--- src/rtl/alu_seq.sv ---
// Multi-cycle ALU with valid/ready handshakes on both sides and registered result/zero.
// Single-cycle ops finish on the accept edge; MUL and DIVU/REMU iterate one bit per cycle.
module alu_seq #(
  parameter int WIDTH = 32,
  parameter int SHW   = $clog2(WIDTH)
) (
  input  logic             clk,
  input  logic             rst_n,
  input  logic             in_valid,
  output logic             in_ready,
  input  logic [3:0]       op,
  input  logic [WIDTH-1:0] a,
  input  logic [WIDTH-1:0] b,
  output logic             out_valid,
  input  logic             out_ready,
  output logic [WIDTH-1:0] result,
  output logic             zero
);

  typedef enum logic [1:0] {IDLE, MUL, DIV, DONE} state_t;

  localparam logic [3:0] OP_AND  = 4'b0000;
  localparam logic [3:0] OP_OR   = 4'b0001;
  localparam logic [3:0] OP_ADD  = 4'b0010;
  localparam logic [3:0] OP_SRL  = 4'b0011;
  localparam logic [3:0] OP_SLT  = 4'b0100;
  localparam logic [3:0] OP_MUL  = 4'b0101;
  localparam logic [3:0] OP_SUB  = 4'b0110;
  localparam logic [3:0] OP_SLL  = 4'b0111;
  localparam logic [3:0] OP_XOR  = 4'b1000;
  localparam logic [3:0] OP_SRA  = 4'b1001;
  localparam logic [3:0] OP_SLTU = 4'b1010;
  localparam logic [3:0] OP_DIVU = 4'b1011;
  localparam logic [3:0] OP_REMU = 4'b1100;

  state_t           state, nxt, tgt;
  logic             accept, last, rem_sel, div_ge;
  logic [SHW-1:0]   cnt, shamt;
  logic [WIDTH-1:0] x_q, y_q, acc_q;
  logic [WIDTH-1:0] alu_out, mul_acc, rem_new, quo_new, div_val;
  logic [WIDTH:0]   rem_sh;

  assign accept = in_valid && in_ready;
  assign last   = (cnt == SHW'(WIDTH - 1));
  assign shamt  = b[SHW-1:0];

  always_comb begin
    alu_out = a + b;
    case (op)
      OP_AND:  alu_out = a & b;
      OP_OR:   alu_out = a | b;
      OP_ADD:  alu_out = a + b;
      OP_SUB:  alu_out = a - b;
      OP_SLL:  alu_out = a << shamt;
      OP_SRL:  alu_out = a >> shamt;
      OP_SRA:  alu_out = $signed(a) >>> shamt;
      OP_SLT:  alu_out = {{(WIDTH-1){1'b0}}, $signed(a) < $signed(b)};
      OP_SLTU: alu_out = {{(WIDTH-1){1'b0}}, a < b};
      OP_XOR:  alu_out = a ^ b;
      default: alu_out = a + b;
    endcase
  end

  always_comb begin
    tgt = DONE;
    if (op == OP_MUL) tgt = MUL;
    else if (op == OP_DIVU || op == OP_REMU) tgt = DIV;
  end

  // x_q holds multiplicand (MUL) or dividend/quotient shift register (DIV);
  // y_q holds multiplier or divisor; acc_q holds partial product or remainder.
  assign mul_acc = acc_q + (y_q[0] ? x_q : '0);
  assign rem_sh  = {acc_q, x_q[WIDTH-1]};
  assign div_ge  = rem_sh >= {1'b0, y_q};
  // A zero divisor always passes the compare, giving all-ones quotient and remainder = a.
  assign rem_new = WIDTH'(div_ge ? rem_sh - {1'b0, y_q} : rem_sh);
  assign quo_new = {x_q[WIDTH-2:0], div_ge};
  assign div_val = rem_sel ? rem_new : quo_new;

  always_ff @(posedge clk or negedge rst_n) begin
    if (!rst_n) state <= IDLE;
    else        state <= nxt;
  end

  always_comb begin
    nxt = state;
    case (state)
      IDLE: if (accept) nxt = tgt;
      MUL:  if (last) nxt = DONE;
      DIV:  if (last) nxt = DONE;
      DONE: if (out_ready) nxt = accept ? tgt : IDLE;
    endcase
  end

  always_comb begin
    out_valid = (state == DONE);
    in_ready  = (state == IDLE) || ((state == DONE) && out_ready);
  end

  always_ff @(posedge clk or negedge rst_n) begin
    if (!rst_n) begin
      x_q     <= '0;
      y_q     <= '0;
      acc_q   <= '0;
      cnt     <= '0;
      rem_sel <= 1'b0;
      result  <= '0;
      zero    <= 1'b0;
    end else begin
      case (state)
        IDLE, DONE: begin
          if (accept) begin
            rem_sel <= (op == OP_REMU);
            x_q     <= a;
            y_q     <= b;
            acc_q   <= '0;
            cnt     <= '0;
            if (tgt == DONE) begin
              result <= alu_out;
              zero   <= (alu_out == '0);
            end
          end
        end
        MUL: begin
          acc_q <= mul_acc;
          x_q   <= x_q << 1;
          y_q   <= y_q >> 1;
          cnt   <= cnt + 1'b1;
          if (last) begin
            result <= mul_acc;
            zero   <= (mul_acc == '0);
          end
        end
        DIV: begin
          acc_q <= rem_new;
          x_q   <= quo_new;
          cnt   <= cnt + 1'b1;
          if (last) begin
            result <= div_val;
            zero   <= (div_val == '0);
          end
        end
      endcase
    end
  end

endmodule

--- config.mk ---
export PLATFORM = sky130hd
export DESIGN_NAME = alu_seq
export DESIGN_NICKNAME = d
export VERILOG_FILES = /design/src/rtl/alu_seq.sv
export SDC_FILE = /design/constraint.sdc
export NUM_CORES = 1
export LEC_CHECK = 0
export ABC_CLOCK_PERIOD_IN_PS = 4540
export CORE_MARGIN = 2
export CORE_UTILIZATION = 40
export DETAILED_ROUTE_END_ITERATION = 10
export PLACE_DENSITY_LB_ADDON = 0.15
export SYNTH_ARGS = -nofsm -noshare
export SYNTH_HDL_FRONTEND = slang
export SYNTH_SLANG_ARGS = --single-unit
--- constraint.sdc ---
create_clock -name clk -period 4.54 [get_ports clk]
set_input_delay 1.362 -clock clk [delete_from_list [all_inputs] [get_ports clk]]
set_output_delay 1.362 -clock clk [all_outputs]
set_load 0.02 [all_outputs]
density.png
Scale: 1.5 px per um. The die is cut into 24 by 24 equal tiles; white is low, dark blue is high, 0 to 100% covered.
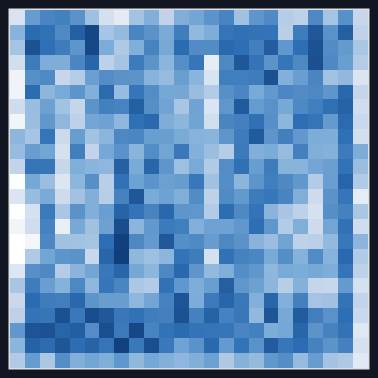
mean over tiles: 55%
fullest tile: 94%
tiles over 75% full: 13%
nearly empty tiles: 0.70%
emptiest ninth of the die: left middle
Starting Density: 0.402
Core Box Area: 54800 um^2
share of the core filled with cells: 0.584

clock_map.png
Scale: 1.5 px per um.
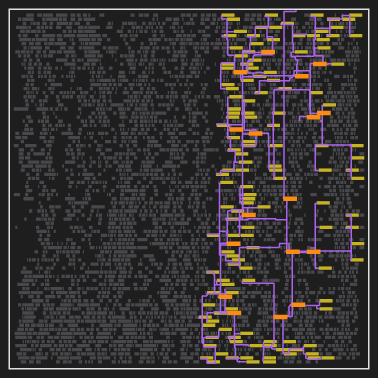
[clock wires] purple | length: 2290 um
[flip-flops] yellow | count: 137
[cells driving clock nets] orange | count: 17
routed clock nets: 18

met1.png
Scale: 1 px per um. Supply wires on this layer in grey.
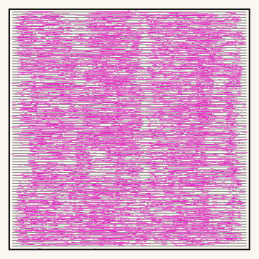
main direction: horizontal
longest straight run: 71.3 um
wire length on this layer: 47.4 mm
share of all routed wire: 39%
nets with wire on the layer: 3728
Detailed Route WL: 121000 um
GR met1 Demand/Resource: 0.514

==> run notes <==
Implementation progress

Among all cell classes, the greatest summed area belongs to multi-input combinational cells. Power spread over the standard cell area amounts to 486 nW/um^2. Gates resized during post-CTS repair numbered 209. Input and output buffers added on the ports amount to 106. The overall power after layout stands at 15.5 mW. Across all setup checks in the final design, the least slack found is -0.00700 ns. The fraction of final cell area spent on non-clock buffers in this run is 0.259. The synthesized netlist occupies a cell area of 22000 um^2. Counting along the longest clock path gives a buffer depth of 2. The wire length on met3 stands at 8260 um. The final reports fail on setup timing. In the final timing run, aggregate negative setup slack is -0.00700 ns.

The share of synthesized area in the top cell type comes to 0.156. The worst setup path is captured at a flip-flop. The clock latency at the later pin of the worst-skew pair stands at 0.46 ns.

The share of flip-flops with an asynchronous set or reset stands at 1.00. The layout report gives the register share of total cell area as 0.107. The buffering stage count on the worst path with inverters included stands at 4. The simple-gate share of the synthesized area stands at 0.206. The total area of sequential cells stands at 3430 um^2. Once layout is done, the placed cells without fillers occupy 32000 um^2. Per the slew report, the remaining headroom to the max-slew limit stands at 0.442. After detailed routing, no signal wire sits above met4. The total number of yosys warnings stands at 0.

The number of fillers in the final layout stands at 5061. TritonCTS built the clock tree. The total sequential power stands at 2.32 mW. The number of buffers outside the clock class in the layout stands at 1030. The synthesis report lists the most area-consuming cells as dfrtp_1 (16%), ha_1 (9.5%), mux4_2 (6.7%). The total internal power stands at 7.39 mW. The length of routed met2 wiring stands at 56200 um.

For reference, the top logic cell family by area is AND-OR/OR-AND gates. The flop-to-flop setup slack stands at 0.10 ns. The post-synth count of flops with an enable pin is 0. The final hold violation count recorded for this run is 0. The final layout report lists a clock buffer count of 19. The routed wirelength on the met1 layer is recorded as 47400 um. The power report puts the leakage power at 14.7 nW. The multiplexer share of the synthesized area stands at 0.134. The relative area of clock buffers and inverters in the final design stands at 0.0190. The tally of non-filler cells in the final layout stands at 4444. The stage delay of the slowest cell on the critical path stands at 0.53 ns.

In this run the power spent charging and discharging nets is 8.13 mW. The number of nets in the layout stands at 3969. The post-synthesis share of cell area spent on xor and xnor gates stands at 0.0234.

The combinational power stands at 11.7 mW. The average size of a mapped cell stands at 7.59 um^2. Logged for this run, the post-placement worst setup slack is -1.13 ns. The global router's overall resource usage stands at 0.413. The maximum fanout encountered on the critical timing path stands at 6. The remaining global-route overflow stands at 0. For reference, the critical path cell chain is dlygate4sd2_1 > buf_6 > mux4_2 > mux2i_1 > buf_4 > o2111ai_4 > a2111oi_4 > buf_4 > o211ai_1 > a21oi_1 > nor3b_2 > or4b_4 > nor4_4 > nand4_1 > o211ai_2. Per the layout area report, the combinational fraction of cell area is 0.567. The flow reports an fmax of 0.220 GHz. The run finished, with violations left. The first detailed-routing pass took 7 iterations. The critical path in this run is classified as input port to flip-flop.

The number of cells in the yosys synthesis report stands at 2904. The post-layout period usage of the worst path stands at 1.00. The smallest hold slack stands at 0.476 ns. Warnings raised by the tools during the run amount to 99. The tap cell instance count stands at 704. The height of the chip stands at 239 um.

The instance area at placement stands at 29800 um^2. Per the synthesis report, the dominant area consumer among library cells is dfrtp_1. Yosys instantiated no cell more often than nor2_1. For the worst reg-to-reg path, the endpoint reported by OpenROAD is zero$_DFFE_PN0P_. The layer flagged by global routing as most heavily used is met2. The boundary pin count stands at 107.

The die covers 57000 um^2. The DRC violation total left in the routed layout is recorded as 0. The cell-mix breakdown from Yosys lists the compound-gate area share as 0.307. The floorplan step set the die width to 239 um. The via density per instance stands at 6.34. The setup skew after layout stands at 0.0132 ns. The count of pins over their slew limit stands at 0. Per STA, the worst path accumulates the most delay in the family simple AND/OR/NAND/NOR gates. The transition time of the tightest slew-check pin stands at 0.832 ns.

The via count of the first global-routing pass came to 27400. The number of flip-flops and latches in the synthesized netlist stands at 137. For the worst flop-to-flop path, the logic depth is 15.

For this run, the final setup violation count is recorded as 1. In this run the critical register-to-register path is launched from y_q[18]$_DFFE_PN0P_. The number of sinks driven by the clock tree stands at 137. For this block, the initial DRC count from the detailed router was 3329. The peak supply drop stands at 0.355 mV. Leaving out fill and tap cells, the most frequent cell in the layout is buf_4.

The layout has 166 inverters outside the clock class.
met3.png
Scale: 2 px per um. Cells faint in the background.
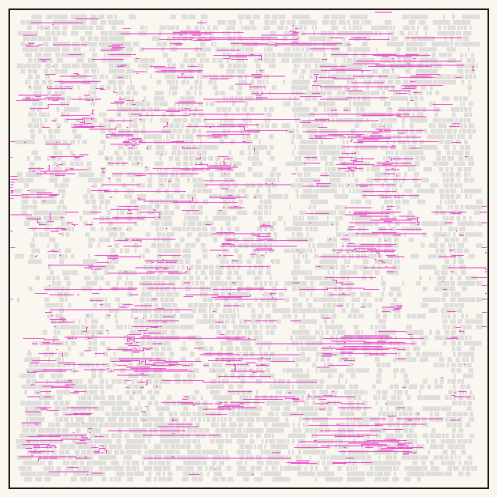
longest straight run: 78.7 um
main direction: horizontal
nets with wire on the layer: 585
share of all routed wire: 6.9%
wire length on this layer: 8260 um
overall via count from detail_route: 28200
GR Util met3: 0.0433

final_clocks.png
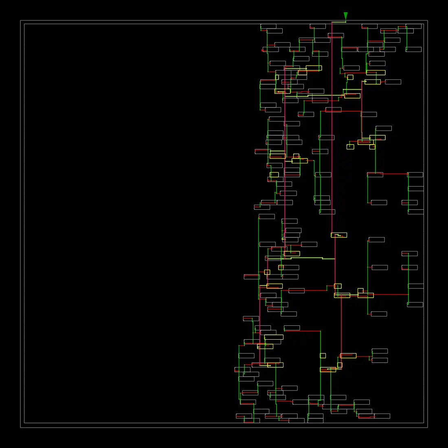
seq_cells: 137
number of buffers added by the clock tree synthesis step: 17
clock group total power: 1.50 mW

==> how the worst max path moves through the flow <==
stage                     slack [ns]               end   from  cells after the start
after detailed placement       -1.13  zero$_DFFE_PN0P_  a[16]                     18
after global placement         -1.15  zero$_DFFE_PN0P_   a[0]                     16
final                         -0.007  zero$_DFFE_PN0P_  a[10]                     15
after floorplan                -0.25  zero$_DFFE_PN0P_   b[3]                     17
after CTS                     -0.007  zero$_DFFE_PN0P_  op[1]                     16
after global routing           -0.14  zero$_DFFE_PN0P_  a[31]                     15
==> sequential cells by signal, summed over array words and instances (netlist names) <==
| signal | count |
|---|---|
| x_q | 32 |
| cnt | 5 |
| state | 2 |
| y_q | 32 |
| zero | 1 |
| result | 32 |
| rem_sel | 1 |
| acc_q | 32 |
Power is estimated from default activity; no workload was simulated.
